`src/rtl/seq_mult6_ctrl_if.sv`:
```
// ============================================================================
// Module   : seq_mult6_ctrl_if
// Brief    : Start/done request interface of the sequential 6x6 multiplier.
// Revision : 1.0 - initial release
// ============================================================================
`default_nettype none

interface seq_mult6_ctrl_if #(
    parameter int WIDTH = 6
);
    logic                 start;
    logic [WIDTH-1:0]     a;
    logic [WIDTH-1:0]     b;
    logic                 busy;
    logic                 done;
    logic [2*WIDTH-1:0]   product;

    modport master (
        output start, a, b,
        input  busy, done, product
    );

    modport slave (
        input  start, a, b,
        output busy, done, product
    );
endinterface

`default_nettype wire

```
`src/rtl/seq_mult6_ctrl.sv`:
```
// ============================================================================
// Module   : seq_mult6_ctrl
// Brief    : 6x6 unsigned shift-add multiplier sharing one ripple-carry adder.
// Revision : 1.0 - initial release
// ============================================================================
`default_nettype none

module full_adder6 #(
    parameter int WIDTH = 6
) (
    input  wire logic [WIDTH-1:0] a,
    input  wire logic [WIDTH-1:0] b,
    input  wire logic             cin,
    output logic      [WIDTH-1:0] sum,
    output logic                  cout
);
    logic [WIDTH:0] w_carry;

    assign w_carry[0] = cin;

    genvar gi;
    generate
        for (gi = 0; gi < WIDTH; gi++) begin : g_bit
            assign sum[gi]         = a[gi] ^ b[gi] ^ w_carry[gi];
            assign w_carry[gi + 1] = (a[gi] & b[gi]) | (w_carry[gi] & (a[gi] ^ b[gi]));
        end
    endgenerate

    assign cout = w_carry[WIDTH];
endmodule

module seq_mult6_ctrl #(
    parameter int WIDTH = 6,
    parameter int CNT_W = 3
) (
    input  wire logic        clk,
    input  wire logic        rst_n,
    seq_mult6_ctrl_if.slave  bus
);
    typedef enum logic [1:0] {
        S_IDLE  = 2'd0,
        S_ADD   = 2'd1,
        S_SHIFT = 2'd2,
        S_DONE  = 2'd3
    } state_t;

    localparam logic [CNT_W-1:0] c_last_iter = CNT_W'(WIDTH - 1);

    state_t                 r_state;
    logic [WIDTH-1:0]       r_a;
    logic [WIDTH-1:0]       r_q;
    logic [WIDTH-1:0]       r_p;
    logic                   r_c;
    logic [CNT_W-1:0]       r_count;
    logic [2*WIDTH-1:0]     r_product;

    logic [WIDTH-1:0]       w_sum;
    logic                   w_cout;

    full_adder6 #(
        .WIDTH (WIDTH)
    ) u_adder (
        .a    (r_p),
        .b    (r_a),
        .cin  (1'b0),
        .sum  (w_sum),
        .cout (w_cout)
    );

    always_ff @(posedge clk or negedge rst_n) begin
        if (!rst_n) begin
            r_state   <= S_IDLE;
            r_a       <= '0;
            r_q       <= '0;
            r_p       <= '0;
            r_c       <= 1'b0;
            r_count   <= '0;
            r_product <= '0;
        end else begin
            case (r_state)
                S_IDLE: begin
                    if (bus.start) begin
                        r_a     <= bus.a;
                        r_q     <= bus.b;
                        r_p     <= '0;
                        r_c     <= 1'b0;
                        r_count <= '0;
                        r_state <= S_ADD;
                    end
                end
                S_ADD: begin
                    // The add carry must survive into the shift, where it becomes P[5].
                    if (r_q[0]) begin
                        r_p <= w_sum;
                        r_c <= w_cout;
                    end else begin
                        r_c <= 1'b0;
                    end
                    r_state <= S_SHIFT;
                end
                S_SHIFT: begin
                    {r_c, r_p, r_q} <= {1'b0, r_c, r_p, r_q[WIDTH-1:1]};
                    r_count         <= r_count + CNT_W'(1);
                    if (r_count == c_last_iter) begin
                        // Load the post-shift {P,Q} directly rather than waiting a cycle.
                        r_product <= {r_c, r_p, r_q[WIDTH-1:1]};
                        r_state   <= S_DONE;
                    end else begin
                        r_state <= S_ADD;
                    end
                end
                S_DONE: begin
                    r_state <= S_IDLE;
                end
                default: begin
                    r_state <= S_IDLE;
                end
            endcase
        end
    end

    assign bus.busy    = (r_state != S_IDLE);
    assign bus.done    = (r_state == S_DONE);
    assign bus.product = r_product;
endmodule

`default_nettype wire

```
`src/flat_wrapper.sv`:
```
// flat-port wrapper written by rule: the top's interface ports become plain ports
module seq_mult6_ctrl_flat 
#(
    parameter int WIDTH = 6,
    parameter int CNT_W = 3
)
  (clk, rst_n, bus_start, bus_a, bus_b, bus_busy, bus_done, bus_product);
  seq_mult6_ctrl_if #(.WIDTH(WIDTH)) bus_i ();
  input  wire logic clk;
  input  wire logic rst_n;
  input wire logic [$bits(bus_i.start)-1:0] bus_start;
  input wire logic [$bits(bus_i.a)-1:0] bus_a;
  input wire logic [$bits(bus_i.b)-1:0] bus_b;
  output wire logic [$bits(bus_i.busy)-1:0] bus_busy;
  output wire logic [$bits(bus_i.done)-1:0] bus_done;
  output wire logic [$bits(bus_i.product)-1:0] bus_product;
  assign bus_i.start = bus_start;
  assign bus_i.a = bus_a;
  assign bus_i.b = bus_b;
  assign bus_busy = bus_i.busy;
  assign bus_done = bus_i.done;
  assign bus_product = bus_i.product;
  seq_mult6_ctrl #(.WIDTH(WIDTH), .CNT_W(CNT_W)) u_core (.clk(clk), .rst_n(rst_n), .bus(bus_i));
endmodule
```
`config.mk`:
```
export PLATFORM = sky130hd
export DESIGN_NAME = seq_mult6_ctrl_flat
export DESIGN_NICKNAME = d
export VERILOG_FILES = /design/src/rtl/seq_mult6_ctrl_if.sv /design/src/rtl/seq_mult6_ctrl.sv /design/src/flat_wrapper.sv
export SDC_FILE = /design/constraint.sdc
export NUM_CORES = 1
export LEC_CHECK = 0
export CORE_ASPECT_RATIO = 1.4
export CORE_MARGIN = 4
export CORE_UTILIZATION = 53
export DETAILED_ROUTE_END_ITERATION = 7
export HOLD_SLACK_MARGIN = 0.05
export PLACE_DENSITY = 0.87
export SLEW_MARGIN = 40
export SYNTH_ARGS = -nofsm -noshare
export SYNTH_HDL_FRONTEND = slang
export SYNTH_SLANG_ARGS = --single-unit
```
`constraint.sdc`:
```
create_clock -name clk -period 3.6 [get_ports clk]
set_input_delay 0.72 -clock clk [delete_from_list [all_inputs] [get_ports clk]]
set_output_delay 0.72 -clock clk [all_outputs]
set_load 0.05 [all_outputs]
```
wires.png
Scale: 4 px per µm. Two of the layers only.
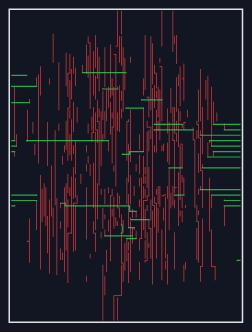
| colour | layer | wire length |
|---|---|---|
| red | metal 2 | 1,940 µm |
| green | metal 3 | 226 µm |

==> run_results.csv <==
group,metric,value,unit
hold_path,hold_class,"reg2reg",
detailed_routing,avgViaCountPerCell,5.733,
global_route,grt_antenna_before_repair,0,
logic_synthesis,yosys_area,1849,µm²
detailed_routing,vias,1267,
sta,period_needed,2.885,ns
sta,setup_tns,0,ns
clock_network,cts_made_buffers,5,
critical_path,worst-path-max-fanout,4,
floorplanning,fp.dieW,57.92,µm
global_route,use_met2,0.3066,
sta,finalHoldViolCount,0,
logic_synthesis,postSynthAreaPerCell,12.09,µm²
sta,worst_pin_slew,0.6408,ns
sta,finalSetupViolCount,0,
logic_synthesis,common_cells,"36 x dfrtp_1, 20 x mux2_2, 10 x inv_1",
logic_synthesis,top_cell,"dfrtp_1",
clock_network,h-tree-depth,2,
layout,antenna_cells,0,
logic_synthesis,synthTopCellsByArea,"dfrtp_1 49%, mux2_2 12%, fa_1 5.4%, ha_1 4.7%, a221o_1 3.2%",
detailed_routing,wl_per_cell,16.44,µm
logic_synthesis,synthArstFlopShare,1.000,
outcome,status,"complete, no violations",
floorplanning,die_h,77.89,µm
clock_network,root_buffer,"clkbuf_8",
critical_path,criticalPathCategory,"reg2reg",
job,warnings,30,
logic_synthesis,synth-edff-count,0,
critical_path,required,3.77,ns
placement,portBuffers,28,
detailed_routing,drt_first_pass_iters,5,
power_and_ir_drop,peakVddDrop,0.5034,mV
layout,instances_no_fill,221,
logic_synthesis,ys_seq_share,0.4871,
placement,place_congestion,0.7677,
clock_network,cts_setup_buffers,0,
logic_synthesis,ys_cells,153,
logic_synthesis,syn_area,1849,µm²
global_route,overflow,0,
critical_path,endpoint_kind,"register",
sta,finalCritPeriodShare,0.8015,
logic_synthesis,yosys_warnings,0,
layout,areaGrowthSynthToFinish,19.96,%
global_route,busiest_layer,"met2",
logic_synthesis,synth_top_cell_by_area,"dfrtp_1",
global_route,grt_use_met3,0.04493,
clock_network,cts_resized,0,
global_route,globalRouteMet1Util,0.2277,
sta,slew_headroom,0.5728,
power_and_ir_drop,leakage,0.9891,nW
global_route,grt_pass1_vias,1306,
clock_network,cts_tree,"yes",
logic_synthesis,syn_inst,153,
clock_network,clk_pin_slew,0.07,ns
power_and_ir_drop,p_per_area,814.8,nW/µm²
detailed_routing,drtAntennaViolNets,0,
placement,placed_cells_incl_taps,216,
global_route,grt_max_degree,37,
sta,skew,0.005675,ns
global_route,grtUsageTotal,0.1824,
logic_synthesis,synth-seq-cells,36,
clock_network,cts.path.max_buffers,2,
detailed_routing,finalWirelength,3634,µm
clock_network,clkSinkCount,36,
sta,rsz0062_at_grt,"no",
critical_path,cp.arrival,3.05,ns
layout,nets,210,
global_route,grt_first_pass_wirelength,6306,µm
floorplanning,fp_util,0.5474,
floorplanning,rows,25,
sta,fmax,346.6,MHz
job,maxCapViolations,0,
floorplanning,die_area,4511,µm²
sta,slew_violations,0,
floorplanning,top_level_ports,29,
layout,layout-drive-gt1-share,0.1768,
logic_synthesis,yosys.cell_types.count,29,
logic_synthesis,syn_nets,180,
floorplanning,core_area,3378,µm²
detailed_routing,drc,0,
logic_synthesis,top_area_frac,0.4871,
critical_path,startpoint_type,"register",
logic_synthesis,ys.flop_type,"dfrtp_1",
placement,dp_hpwl,2558,µm
detailed_routing,initialDrtViolationCount,47,
clock_network,postCtsHoldBufs,0,
io_fan.png
Scale: 4 px per µm.
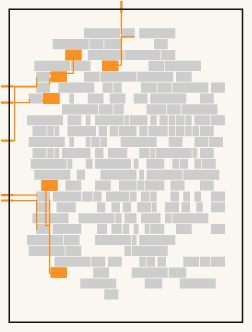
| colour | port | bits | direction | edge | end cells | buffers | wire |
|---|---|---|---|---|---|---|---|
| orange | `bus_a` | 6 | input | 5 west, 1 north | 6 | 6 | 120 µm |

-- where the power goes --
part           internal [mW]  switching, mW  total, mW
combinational          0.396          0.504      0.900
clock                  0.124          0.125      0.250
sequential             0.543          0.114      0.657
-- metal layers --
metal	routed length, µm	vias to the layer above
li1	-	590
met1	1435	620
met2	1935	51
met3	225	6
met4	38	0
met5	0	-
-- worst max-delay path: stages (launching register included) --
cell     delay, ns
dfrtp_1       0.42
ha_1          0.24
fa_1          0.36
inv_1         0.07
fa_1          0.18
fa_1          0.16
inv_1         0.05
fa_1          0.38
fa_1          0.43
a22oi_1       0.16
nor2b_1       0.06
mux2_2        0.26
-- cells by family (layout without fill, tap and decap cells) --
family,count (synthesis),in the layout,synth area share
AND/OR/NAND/NOR,36,36,0.1245
flip-flops,36,36,0.4871
buffers and inverters,17,45,0.04465
adder cells (fa/ha/maj),12,12,0.1015
AND-OR/OR-AND,29,29,0.1042
multiplexers,23,23,0.1380
-- through the flow --
step	setup WS (ns)	hold slack, ns	util	instance area, µm²	power (mW)
after floorplan	0.8740	0.4244	-	1849	1.326
after global placement	0.8032	0.4706	0.6363	2150	1.516
after detailed placement	0.7126	0.4770	0.6363	2150	1.567
after CTS	0.7077	0.4958	0.6567	2218	1.827
after global routing	0.5567	0.5145	0.6567	2218	1.943
final	0.7146	0.4936	0.6567	2218	1.807
-- state kept, by name (all words and copies together), names as in the netlist --
register	cells
u_core.bus.product	12
u_core.r_a	6
u_core.r_c	1
u_core.r_count	3
u_core.r_p	6
u_core.r_q	6
u_core.r_state	2
-- cells in the final DEF (no fill, tap or decap), types with 6 or more instances in the layout --
cell             count
ha_1                 7
nand2b_1             8
nor2b_1              7
mux2_2              20
clkdlybuf4s50_1     28
nand3_1              7
dfrtp_1             36
o21ai_0              8
inv_1               10
a21oi_1              8
a221o_1              6
-- final cells by class --
class	instances	area, µm²
well taps	40	50.05
inverters	10	37.54
fillers	269	1160
repair buffers	30	295.3
clock buffers	5	68.82
multi-input cells	100	865.8
flip-flops and latches	36	900.9
-- worst paths after layout --
check                                            from               endpoint  slack (ns)  cells after the start
worst max-delay path                    u_core.r_p[0]          u_core.r_p[5]        0.71                     11
worst min-delay path            u_core.bus.product[7]  u_core.bus.product[7]        0.49                      2
worst max register to register          u_core.r_p[0]          u_core.r_p[5]        0.71                     11
worst min register to register  u_core.bus.product[7]  u_core.bus.product[7]        0.49                      2
max in group asynchronous                       rst_n          u_core.r_p[1]        2.40                      2
min in group asynchronous                       rst_n  u_core.bus.product[0]        0.86                      2
Power is estimated from default activity; no workload was simulated.
